Figure 1. Metal 2 (run 1).
(4 px per um)
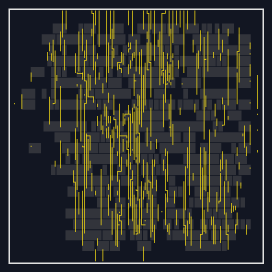
Figure 2. Routing congestion map (run 1).
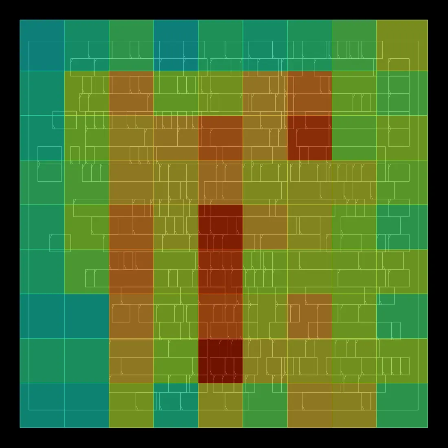
Figure 3. Layout detail (run 1).
Window x 12 to 52, y 23 to 63 um. Cells in grey, sequential cells in the stronger grey; small squares are vias.
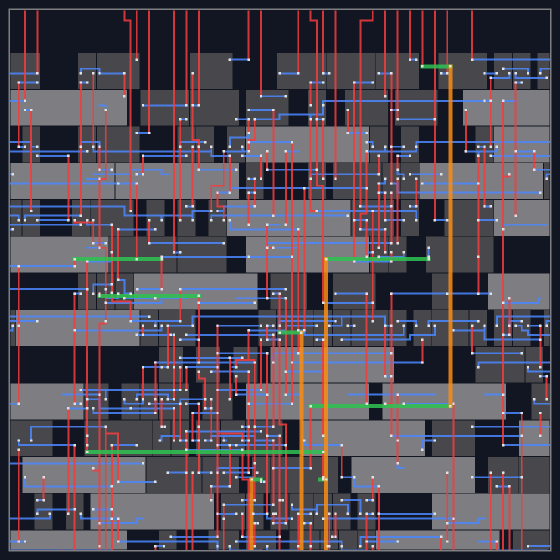
File: src/rtl/mini_ctrl_unit_pkg.sv
`default_nettype none
// +----------------------------------------------------------------------+
// | Module : mini_ctrl_unit_pkg                                          |
// | Desc   : Shared opcodes, instruction classes, FSM state encoding and |
// |          instruction-word field positions for the mini control unit. |
// | Rev    : 1.0  initial release                                        |
// +----------------------------------------------------------------------+
package mini_ctrl_unit_pkg;

  // Opcode values (IR[15:12]); 0x0..0x7 are all ALU operations.
  localparam logic [3:0] OP_ALU_LAST = 4'h7;
  localparam logic [3:0] OP_LOADI    = 4'h8;
  localparam logic [3:0] OP_LOAD     = 4'h9;
  localparam logic [3:0] OP_STORE    = 4'hA;
  localparam logic [3:0] OP_BRANCH   = 4'hB;
  localparam logic [3:0] OP_HALT     = 4'hF;

  // Instruction classes produced by the opcode decoder.
  typedef enum logic [2:0] {
    CLS_ALU    = 3'd0,
    CLS_LOADI  = 3'd1,
    CLS_LOAD   = 3'd2,
    CLS_STORE  = 3'd3,
    CLS_BRANCH = 3'd4,
    CLS_NOP    = 3'd5,
    CLS_HALT   = 3'd6
  } instr_class_t;

  // FSM state encoding.
  localparam logic [2:0] S_FETCH     = 3'd0;
  localparam logic [2:0] S_DECODE    = 3'd1;
  localparam logic [2:0] S_REGREAD   = 3'd2;
  localparam logic [2:0] S_EXECUTE   = 3'd3;
  localparam logic [2:0] S_MEMORY    = 3'd4;
  localparam logic [2:0] S_WRITEBACK = 3'd5;
  localparam logic [2:0] S_HALT      = 3'd6;

  // Instruction-word field positions.
  localparam int OPC_MSB  = 15;
  localparam int OPC_LSB  = 12;
  localparam int SELD_MSB = 11;
  localparam int SELD_LSB = 9;
  localparam int SELA_MSB = 8;
  localparam int SELA_LSB = 6;
  localparam int SELB_MSB = 5;
  localparam int SELB_LSB = 3;
  localparam int IMM_MSB  = 7;
  localparam int IMM_LSB  = 0;

  // Classes whose result is written back to the register file.
  function automatic logic cls_writes_back(input instr_class_t c);
    return (c == CLS_ALU) || (c == CLS_LOADI) || (c == CLS_LOAD);
  endfunction

endpackage
`default_nettype wire

File: src/rtl/mini_ctrl_unit_class_dec.sv
`default_nettype none
// +----------------------------------------------------------------------+
// | Module : instr_class_dec                                             |
// | Desc   : Combinational opcode-to-class decoder with writeback flag.  |
// | Rev    : 1.0  initial release                                        |
// +----------------------------------------------------------------------+
module instr_class_dec
  import mini_ctrl_unit_pkg::*;
(
  input  logic [3:0]   i_opcode,
  output instr_class_t o_class,
  output logic         o_wb
);

  // Map opcode to class; unassigned opcodes 0xC..0xE fall through to NOP.
  always_comb begin
    o_class = CLS_NOP;
    if (i_opcode <= OP_ALU_LAST) begin
      o_class = CLS_ALU;
    end else begin
      case (i_opcode)
        OP_LOADI:  o_class = CLS_LOADI;
        OP_LOAD:   o_class = CLS_LOAD;
        OP_STORE:  o_class = CLS_STORE;
        OP_BRANCH: o_class = CLS_BRANCH;
        OP_HALT:   o_class = CLS_HALT;
        default:   o_class = CLS_NOP;
      endcase
    end
    o_wb = cls_writes_back(o_class);
  end

endmodule
`default_nettype wire

File: src/rtl/mini_ctrl_unit.sv
`default_nettype none
// +----------------------------------------------------------------------+
// | Module : mini_ctrl_unit                                              |
// | Desc   : Multi-cycle instruction sequencer: fetch, decode, register  |
// |          read, execute, memory, writeback, with memory-wait timeout. |
// | Rev    : 1.0  initial release                                        |
// +----------------------------------------------------------------------+
module mini_ctrl_unit
  import mini_ctrl_unit_pkg::*;
#(
  parameter int unsigned MEM_TIMEOUT = 15
) (
  input  logic        i_clk,
  input  logic        i_rst,
  input  logic [15:0] i_instr,
  input  logic        i_mem_ready,
  output logic        o_mem_req,
  output logic        o_pc_en,
  output logic        o_rf_en,
  output logic        o_rf_we,
  output logic [2:0]  o_selA,
  output logic [2:0]  o_selB,
  output logic [2:0]  o_selD,
  output logic [7:0]  o_imm,
  output logic        o_alu_en,
  output logic        o_branch,
  output logic        o_mem_we,
  output logic        o_halted,
  output logic        o_err
);

  localparam int unsigned   CW         = $clog2(MEM_TIMEOUT + 1);
  localparam logic [CW-1:0] C_WAIT_MAX = CW'(MEM_TIMEOUT);

  logic [2:0]    r_state;
  logic [15:0]   r_ir;
  logic [CW-1:0] r_wait_cnt;

  logic          r_mem_req;
  logic          r_mem_we;
  logic          r_pc_en;
  logic          r_rf_en;
  logic          r_rf_we;
  logic          r_alu_en;
  logic          r_branch;
  logic          r_halted;
  logic          r_err;

  logic [2:0]    w_state_nxt;
  logic [CW-1:0] w_cnt_nxt;
  logic [CW-1:0] w_cnt_inc;
  logic          w_ir_load;
  logic          w_timeout;
  instr_class_t  w_cls;
  logic          w_wb;

  instr_class_dec u_dec (
    .i_opcode (r_ir[OPC_MSB:OPC_LSB]),
    .o_class  (w_cls),
    .o_wb     (w_wb)
  );

  // Next-state, wait-counter and timeout logic.
  // A wait state only counts (and only accepts ready) once the request is
  // actually visible on o_mem_req, which matters for the first FETCH after
  // reset where the registered request is still low.
  always_comb begin
    w_state_nxt = r_state;
    w_cnt_nxt   = '0;
    w_ir_load   = 1'b0;
    w_timeout   = 1'b0;
    w_cnt_inc   = (r_wait_cnt == C_WAIT_MAX) ? r_wait_cnt : r_wait_cnt + CW'(1);
    case (r_state)
      S_FETCH, S_MEMORY: begin
        if (r_mem_req) begin
          if (i_mem_ready) begin
            if (r_state == S_FETCH) begin
              w_state_nxt = S_DECODE;
              w_ir_load   = 1'b1;
            end else begin
              w_state_nxt = w_wb ? S_WRITEBACK : S_FETCH;
            end
          end else if (w_cnt_inc == C_WAIT_MAX) begin
            w_state_nxt = S_HALT;
            w_timeout   = 1'b1;
          end else begin
            w_cnt_nxt   = w_cnt_inc;
          end
        end
      end
      S_DECODE: begin
        w_state_nxt = (w_cls == CLS_HALT) ? S_HALT : S_REGREAD;
      end
      S_REGREAD: begin
        w_state_nxt = S_EXECUTE;
      end
      S_EXECUTE: begin
        if ((w_cls == CLS_LOAD) || (w_cls == CLS_STORE)) begin
          w_state_nxt = S_MEMORY;
        end else if (w_wb) begin
          w_state_nxt = S_WRITEBACK;
        end else begin
          w_state_nxt = S_FETCH;
        end
      end
      S_WRITEBACK: begin
        w_state_nxt = S_FETCH;
      end
      S_HALT: begin
        w_state_nxt = S_HALT;
      end
      default: begin
        w_state_nxt = S_FETCH;
      end
    endcase
  end

  // State and wait-counter registers.
  always_ff @(posedge i_clk or posedge i_rst) begin
    if (i_rst) begin
      r_state    <= S_FETCH;
      r_wait_cnt <= '0;
    end else begin
      r_state    <= w_state_nxt;
      r_wait_cnt <= w_cnt_nxt;
    end
  end

  // Instruction register, loaded only on an accepted fetch.
  always_ff @(posedge i_clk or posedge i_rst) begin
    if (i_rst) begin
      r_ir <= '0;
    end else if (w_ir_load) begin
      r_ir <= i_instr;
    end
  end

  // Strobes are registered from the next state so each one is glitch-free
  // and aligned with the state it belongs to; o_err is sticky.
  always_ff @(posedge i_clk or posedge i_rst) begin
    if (i_rst) begin
      r_mem_req <= 1'b0;
      r_mem_we  <= 1'b0;
      r_pc_en   <= 1'b0;
      r_rf_en   <= 1'b0;
      r_rf_we   <= 1'b0;
      r_alu_en  <= 1'b0;
      r_branch  <= 1'b0;
      r_halted  <= 1'b0;
      r_err     <= 1'b0;
    end else begin
      r_mem_req <= (w_state_nxt == S_FETCH) || (w_state_nxt == S_MEMORY);
      r_mem_we  <= (w_state_nxt == S_MEMORY) && (w_cls == CLS_STORE);
      r_pc_en   <= (w_state_nxt == S_DECODE);
      r_rf_en   <= (w_state_nxt == S_REGREAD) || (w_state_nxt == S_WRITEBACK);
      r_rf_we   <= (w_state_nxt == S_WRITEBACK);
      r_alu_en  <= (w_state_nxt == S_EXECUTE) && (w_cls == CLS_ALU);
      r_branch  <= (w_state_nxt == S_EXECUTE) && (w_cls == CLS_BRANCH);
      r_halted  <= (w_state_nxt == S_HALT);
      r_err     <= r_err | w_timeout;
    end
  end

  assign o_mem_req = r_mem_req;
  assign o_mem_we  = r_mem_we;
  assign o_pc_en   = r_pc_en;
  assign o_rf_en   = r_rf_en;
  assign o_rf_we   = r_rf_we;
  assign o_alu_en  = r_alu_en;
  assign o_branch  = r_branch;
  assign o_halted  = r_halted;
  assign o_err     = r_err;

  assign o_selD = r_ir[SELD_MSB:SELD_LSB];
  assign o_selA = r_ir[SELA_MSB:SELA_LSB];
  assign o_selB = r_ir[SELB_MSB:SELB_LSB];
  assign o_imm  = r_ir[IMM_MSB:IMM_LSB];

endmodule
`default_nettype wire

File: config.mk
export PLATFORM = sky130hd
export DESIGN_NAME = mini_ctrl_unit
export DESIGN_NICKNAME = d
export VERILOG_FILES = /design/src/rtl/mini_ctrl_unit_pkg.sv /design/src/rtl/mini_ctrl_unit_class_dec.sv /design/src/rtl/mini_ctrl_unit.sv
export SDC_FILE = /design/constraint.sdc
export NUM_CORES = 1
export LEC_CHECK = 0
export ABC_AREA = 1
export CORE_UTILIZATION = 42
export DETAILED_ROUTE_END_ITERATION = 10
export PLACE_DENSITY = 0.75
export SYNTH_ARGS = -nofsm -noshare
export SYNTH_HDL_FRONTEND = slang
export SYNTH_SLANG_ARGS = --single-unit
File: constraint.sdc
create_clock -name i_clk -period 1.6 [get_ports i_clk]
set_input_delay 0.48 -clock i_clk [delete_from_list [all_inputs] [get_ports i_clk]]
set_output_delay 0.48 -clock i_clk [all_outputs]
set_load 0.01 [all_outputs]
==> flow_summary.yaml, run 1 <==
# flow metrics
worst_hold_path:
  hold_path_class: "reg -> reg"
  hp-start: "o_err"
worst_setup_path:
  endpoint_kind: "flip-flop"
  rr_endpoint: "o_err"
  crit_end: "o_err"
  arrival_ps: 1870
  regToRegSetupSlack_ps: -70
  worstSetupStartpointType: "flip-flop"
  critical_path_class: "reg -> reg"
  worst_ep_required_time_ps: 1800
  cp_max_fo: 5
  critPathLaunch: "r_wait_cnt[1]"
  ff2ff_path_depth: 10
  r2r_start: "r_wait_cnt[1]"
route:
  drt_iter0_markers: 33
  drtPass1Iterations: 4
  drtAntennaViolNets: 0
  post-route-drc-count: 0
  via_per_inst: 4.563
timing:
  hold_slack_ps: 464.6
  worst_slew_pin_slew_ps: 475.6
  final_max_slew_viol_count: 0
  setup_viol_count_final: 6
  fin_ws_ps: -72.44
  max_freq_mhz: 597.9
  tns_ps: -305.9
  hold_viol_final: 0
  fin_worst_skew_ps: 7.771
  rsz0062_at_grt: "true"
  finalCritPeriodShare: 1.045
  slew_headroom: 0.6815
  min_period_ps: 1672
placed_design:
  gp_congestion: 0.8375
  post_dp_cell_area_um2: 2047
  dp_hpwl_um: 2270
  io_buffers: 44
  dp_slack_ps: -238.3
clock_tree:
  cts_buffers: 5
  cts_root_buf: "clkbuf_8"
  holdBufCountCts: 0
  clkTransAtPathRegs_ps: 70
  clock.latency.late_pin_ps: 280
  cts_tree: "yes"
  h-tree-depth: 2
  cts.path.max_buffers: 2
  numClockSinks: 32
die:
  dieArea_um2: 3981
  die_w_um: 63.10
  ios: 45
  rows: 21
  coreArea_um2: 3442
  initial_core_util: 0.4555
  die.size.y_um: 63.10
synth:
  syn_nets: 210
  synthCells: 190
  yosys-stat-area_um2: 1568
  ys_ff: 32
  ys_cells: 190
  ys.warnings.count: 0
  synth.avg_cell_area_um2: 8.251
  ys_seq_frac: 0.5108
  synth_area_um2: 1568
  ys_types: 24
run:
  max_cap_viol_count: 0
  warnings: 28
power_and_ir_drop:
  ir_drop_mv: 0.6896
  power.leakage_nw: 1.211
  p_per_area_nw_per_um2: 1684
grt:
  grt_pass1_vias: 1254
  grt_pass1_wl_um: 5375
  antenna_found_initial: 0
  grt-ovfl-total: 0
  grt_start_max_net_pins: 33
outcome:
  violations: "setup timing"
  status: "finished with violations"
layout:
  final_common_cell: "nand2_1"
  layout_top_cells: "nand2_1, dfrtp_1, dlygate4sd2_1"
  fin_nets: 259
  num_antenna_cells: 0
  areaGrowthSynthToFinish_pct: 40.78
  stdcell_area_um2: 2207
  drive_gt1_frac: 0.2083
Back to the opening pictures, Figure 1:
main direction: vertical
longest straight run: 32.5 um
share of all routed wire: 49%
wire length on this layer: 1540 um
met2 usage: 0.2809
via count: 1305
Detailed Route WL: 3138 um

Back to the opening pictures, Figure 2:
grt met3 use: 0.05616
Core Util, Final: 0.6412
routed len/inst: 10.97 um
met1 usage: 0.2124
GRT Util Overall: 0.1775

Back to the opening pictures, Figure 3:
legend:
  met2:
    colour: red
  met4:
    colour: orange
  met3:
    colour: green
  met1:
    colour: blue
sequential cells in the window: 23
most frequent: nand2_1 (43), dfrtp_1 (23), dlygate4sd2_1 (12)
netlist names of flops here include: r_ir (13), r_wait_cnt (2)
cells with their middle in the window: 129

run 1: cell type report:
| type | count | area, um2 |
|---|---|---|
| fillers | 310 | 1235 |
| flip-flops and latches | 32 | 800.8 |
| multi-input cells | 118 | 614.3 |
| repair buffers | 61 | 548.0 |
| inverters | 21 | 78.83 |
| clock buffers | 6 | 72.57 |
| well taps | 46 | 57.56 |
| clock inverters | 2 | 35.03 |
run 1: metal layers:
metal | part of all wire | vias to the layer above | GRT usage
li1 | - | 666 | -
met2 | 0.49 | 36 | 0.2809
met3 | 0.041 | 9 | 0.05616
met1 | 0.44 | 594 | 0.2124
met4 | 0.032 | 0 | 0.09884
met5 | 0 | - | 0
run 1: where the power goes:
group | internal (mW) | total (mW) | switching (mW)
Sequential | 1.10 | 1.28 | 0.181
Combinational | 0.754 | 1.69 | 0.936
Clock | 0.462 | 0.745 | 0.284
run 1: critical path, cell delays in order (launching register included):
cell	delay (ps)
dfrtp_1	400
ha_4	180
nand3_2	130
nand2_2	90
o21ai_2	60
nor2_2	120
nand2_2	110
buf_4	150
buf_4	120
buf_4	110
o21bai_1	110
run 1: state kept, by name (all words and copies together) (netlist names):
signal,flops
r_ir,16
r_wait_cnt,4
r_state,3
o_alu_en,1
o_branch,1
o_err,1
o_halted,1
o_mem_req,1
o_mem_we,1
o_pc_en,1
o_rf_en,1
o_rf_we,1
run 1: logic make-up (layout without fill, tap and decap cells):
kind of cell               after synthesis  after routing  share of synthesized area
adders and majority gates                1              1                   0.007980
DFF                                     32             32                     0.5108
buffers and inverters                   40             90                     0.1373
and+or+nand+nor                        106            106                     0.2953
AOI/OAI and AO/OA                       11             11                    0.04869
run 1: through the flow:
stage,util,instances,total power [mW]
detailed placement,0.5947,275,3.084
global route,0.6412,286,4.003
floorplan,-,190,2.476
finish,0.6412,286,3.716
CTS,0.6307,285,3.697
global placement,0.5947,275,3.035
run 1: worst min path at each step:
stage | to | cells past startpoint
after floorplan | r_ir[0] | 2
after global placement | o_err | 1
after detailed placement | r_ir[0] | 2
after CTS | o_err | 1
after global routing | r_ir[9] | 2
final | o_err | 1
run 1: synth_stat cells, drive strengths merged:
master,instances,share of area
o21ai,3,0.017
ha,1,0.0080
buf,18,0.085
nand3,10,0.035
o31ai,2,0.0096
dfrtp,32,0.51
o21bai,1,0.0048
inv,20,0.048
nor2,14,0.040
nand3b,1,0.0048
a21oi,4,0.013
nor3,3,0.0096
nand2,75,0.19
nand4,3,0.012
o211ai,1,0.0048
clkinv,1,0.0024
clkbuf,1,0.0024
run 1: what timing repair did:
action / 4_1_cts / 5_1_grt
setup endpoints to repair: 33 / 9
resized: 34 / 11
gates cloned: 0 / 0
pin swaps: 2 / 7
setup buffers: 2 / 1
Figure 4. Selected gate families (run 1).
(8 px per um)
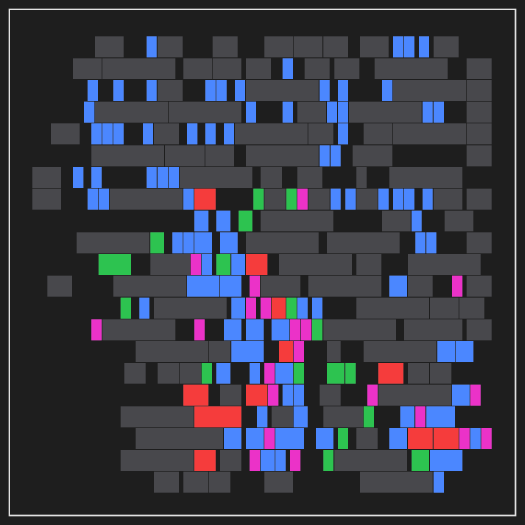

==> run 1 -> run 2 <==
--- a/config.mk
+++ b/config.mk
@@ -6,9 +6,10 @@
 export NUM_CORES = 1
 export LEC_CHECK = 0
 export ABC_AREA = 1
-export CORE_UTILIZATION = 42
+export CORE_UTILIZATION = 44
+export CTS_BUF_LIST = sky130_fd_sc_hd__clkbuf_4
 export DETAILED_ROUTE_END_ITERATION = 10
-export PLACE_DENSITY = 0.75
+export PLACE_DENSITY = 0.78
 export SYNTH_ARGS = -nofsm -noshare
 export SYNTH_HDL_FRONTEND = slang
 export SYNTH_SLANG_ARGS = --single-unit
Figure 5. Selected gate families (run 2).
(8 px per um)
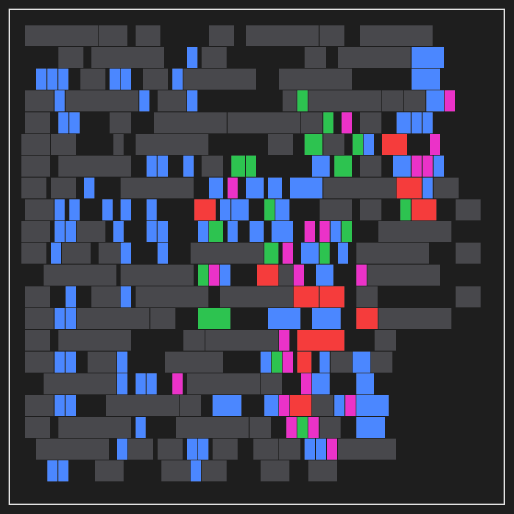
legend:
  NAND gates:
    colour: blue
    cells: 89
    most_used: nand2_1
    where: spread over the die
  inverting AOI/OAI gates:
    colour: red
    cells: 11
    most_used: a21oi_2
  inverters:
    colour: magenta
    cells: 21
    most_used: inv_1
  NOR gates:
    colour: green
    cells: 17
    most_used: nor2_1
Final Non-Filler Cells: 289
fraction of area in multi-input gates: 0.2843
most numerous logic cell after layout: nand2_1

Figure 6. Where the registers sit (run 2).
(8 px per um) Other sequential cells in the stronger grey, the rest of the logic in the fainter grey.
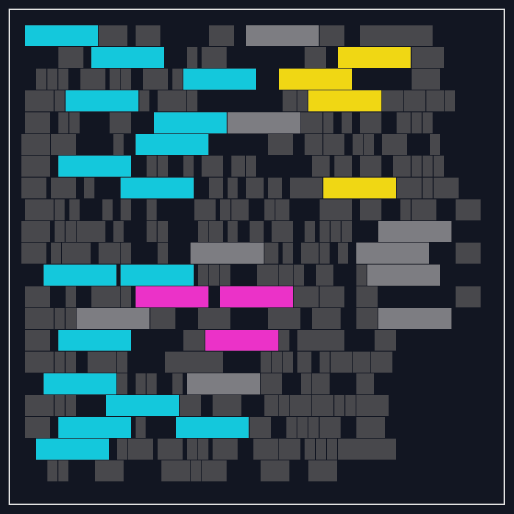
legend:
  r_wait_cnt:
    colour: yellow
    placed_flops: 4
  r_state:
    colour: magenta
    placed_flops: 3
  r_ir:
    colour: cyan
    placed_flops: 16
Core Util, Final: 0.6544
P_seq: 1.29 mW
fraction of area in registers: 0.3638

Figure 7. Metal 2 (run 2).
(4 px per um)
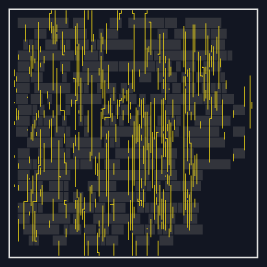
main direction: vertical
share of all routed wire: 51%
met2 usage: 0.3180
Detailed Route WL: 3035 um

==> run 2 against run 1 <==
Effect of this change:
- the run still ends with setup timing left
- core utilization rose by 1.3 points
- sequential share of layout area grew 0.10 points
- register-to-register slack about the same
- clock skew is 1.6 ps higher
- cell area down 0.28%
- largest power group unchanged
- wire length shrank 3.3%
- critical endpoint is now o_rf_en
- via count is 0.61% higher
- synthesized cell count stayed put
- global-route usage is 0.73 points higher
- worst hold slack improved by 2.4 ps
- maximum frequency grew 0.76%
- combinational power grew 4%
==> flow_summary.yaml, run 2 <==
# flow metrics
outcome:
  status: "finished with violations"
  violations: "setup timing"
die:
  coreArea_um2: 3363
  ios: 45
  rows: 21
  die_w_um: 61.69
clock_tree:
  clkTransAtPathRegs_ps: 100
  cts_buffers: 5
  holdBufCountCts: 0
  cts_root_buf: "clkbuf_4"
  cts.path.max_buffers: 2
  numClockSinks: 32
timing:
  final_max_slew_viol_count: 0
  finalCritPeriodShare: 1.037
  tns_ps: -172.9
  hold_viol_final: 0
  rsz0062_at_grt: "true"
  fin_worst_skew_ps: 9.406
  max_freq_mhz: 602.5
  slew_headroom: 0.6678
  worst_slew_pin_slew_ps: 496.2
  setup_viol_count_final: 8
  fin_ws_ps: -59.88
  min_period_ps: 1660
grt:
  grt_pass1_vias: 1250
  grt_pass1_wl_um: 5030
  antenna_found_initial: 0
  grt_start_max_net_pins: 33
  grt-ovfl-total: 0
power_and_ir_drop:
  p_sw_mw: 1.415
  p_seq_frac: 0.372
  ir_drop_mv: 0.7823
  swShare: 0.4064
  clockPowerShare: 0.124
  p_int_mw: 2.066
  p_per_area_nw_per_um2: 1582
  combPwrFrac: 0.504
synth:
  top_cells_by_count: "nand2_1, dfrtp_1, inv_1, buf_4, nor2_1"
  top_area_frac: 0.5108
  synth_top_cell_by_area: "dfrtp_1"
  edf_count: 0
  ys_seq_frac: 0.5108
  yosys-stat-area_um2: 1568
  top_cell: "nand2_1"
  synth.avg_cell_area_um2: 8.251
  async_flop_share: 1.000
  ys_ff: 32
  ys.warnings.count: 0
  syn_nets: 210
placed_design:
  dp.cells: 275
  gp_congestion: 0.8045
  dp_slack_ps: -154.1
  io_buffers: 44
  post_dp_cell_area_um2: 2059
layout:
  drive_gt1_frac: 0.2222
  num_antenna_cells: 0
  layout_top_cells: "nand2_1, dfrtp_1, dlygate4sd2_1"
  largest_reg_flops: 16
  regMostFlops: "r_ir"
  fin_nets: 262
worst_setup_path:
  endpoint_kind: "flip-flop"
  critical_path_class: "reg -> reg"
  cp_max_fo: 4
  arrival_ps: 1890
  worst_ep_required_time_ps: 1830
  worstSetupStartpointType: "flip-flop"
run:
  max_cap_viol_count: 0
route:
  vias: 1313
  avgRoutedWirePerCell_um: 10.50
  wl_met3_um: 129
  wl_met1_um: 1304
  top_layer: "met4"
  drt_iter0_markers: 27
worst_hold_path:
  hold_path_class: "in -> async"
## run 2: cell counts after synthesis
Identical to the previous run, type by type.
## run 2: worst paths after layout
| kind | start | endpoint | slack (ps) | cells after the start |
|---|---|---|---|---|
| worst max-delay path | r_wait_cnt[0] | o_rf_en | -60 | 13 |
| worst min-delay path | i_rst | r_state[2] | 470 | 3 |
| worst max register to register | r_wait_cnt[0] | o_rf_en | -60 | 13 |
| worst min register to register | r_ir[11] | r_ir[11] | 490 | 2 |
| max in group asynchronous | i_rst | o_rf_en | 950 | 3 |
| min in group i_clk | r_ir[11] | r_ir[11] | 490 | 2 |
## run 2: what timing repair did
| item | in CTS | in global routing |
|---|---|---|
| pin swaps | 9 | 10 |
| endpoints found under the setup margin | 32 | 12 |
| resized | 43 | 5 |
| setup buffers | 5 | 1 |
| gates cloned | 0 | 0 |
## run 2: layout make-up
cell class / instances / area (um2)
inverters: 21 / 78.83
flip-flops and latches: 32 / 800.8
fillers: 314 / 1162
multi-input cells: 118 / 625.6
well taps: 46 / 57.56
clock buffers: 5 / 37.54
clock inverters: 3 / 13.76
repair buffers: 64 / 586.8
## run 2: critical path, cell delays in order (launching register included)
cell and delay, ps:
dfrtp_1 420, ha_4 200, nand2_4 80, nand2_2 50, o21ai_2 160, nor2_2 50, nand2_2 120, nand2_1 80
nand2_1 80, nand2_2 70, nand2_2 80, nand2_4 60, nand2_2 60, nand2_1 50
## run 2: cells by family (layout without fill, tap and decap cells)
group / Yosys count / count (layout) / synth area share
and+or+nand+nor: 106 / 106 / 0.2953
buffers and inverters: 40 / 93 / 0.1373
DFF: 32 / 32 / 0.5108
AOI/OAI and AO/OA: 11 / 11 / 0.04869
adders and majority gates: 1 / 1 / 0.007980
## run 2: power by group through the flow
stage | Sequential [mW] | Combinational [mW] | Clock, mW
2_1_floorplan | 1.32 | 1.16 | 0
3_3_place_gp | 1.32 | 1.68 | 0
3_5_place_dp | 1.32 | 1.72 | 0
4_1_cts | 1.30 | 1.72 | 0.453
5_1_grt | 1.34 | 1.95 | 0.496
6_report | 1.29 | 1.75 | 0.431
## run 2: layer usage
layer / up-vias / track usage
met4: 0 / 0.09206
li1: 677 / -
met2: 35 / 0.3180
met3: 4 / 0.05383
met5: - / 0
met1: 597 / 0.2097
No activity file was given, so power comes from the tool's default toggle rates.
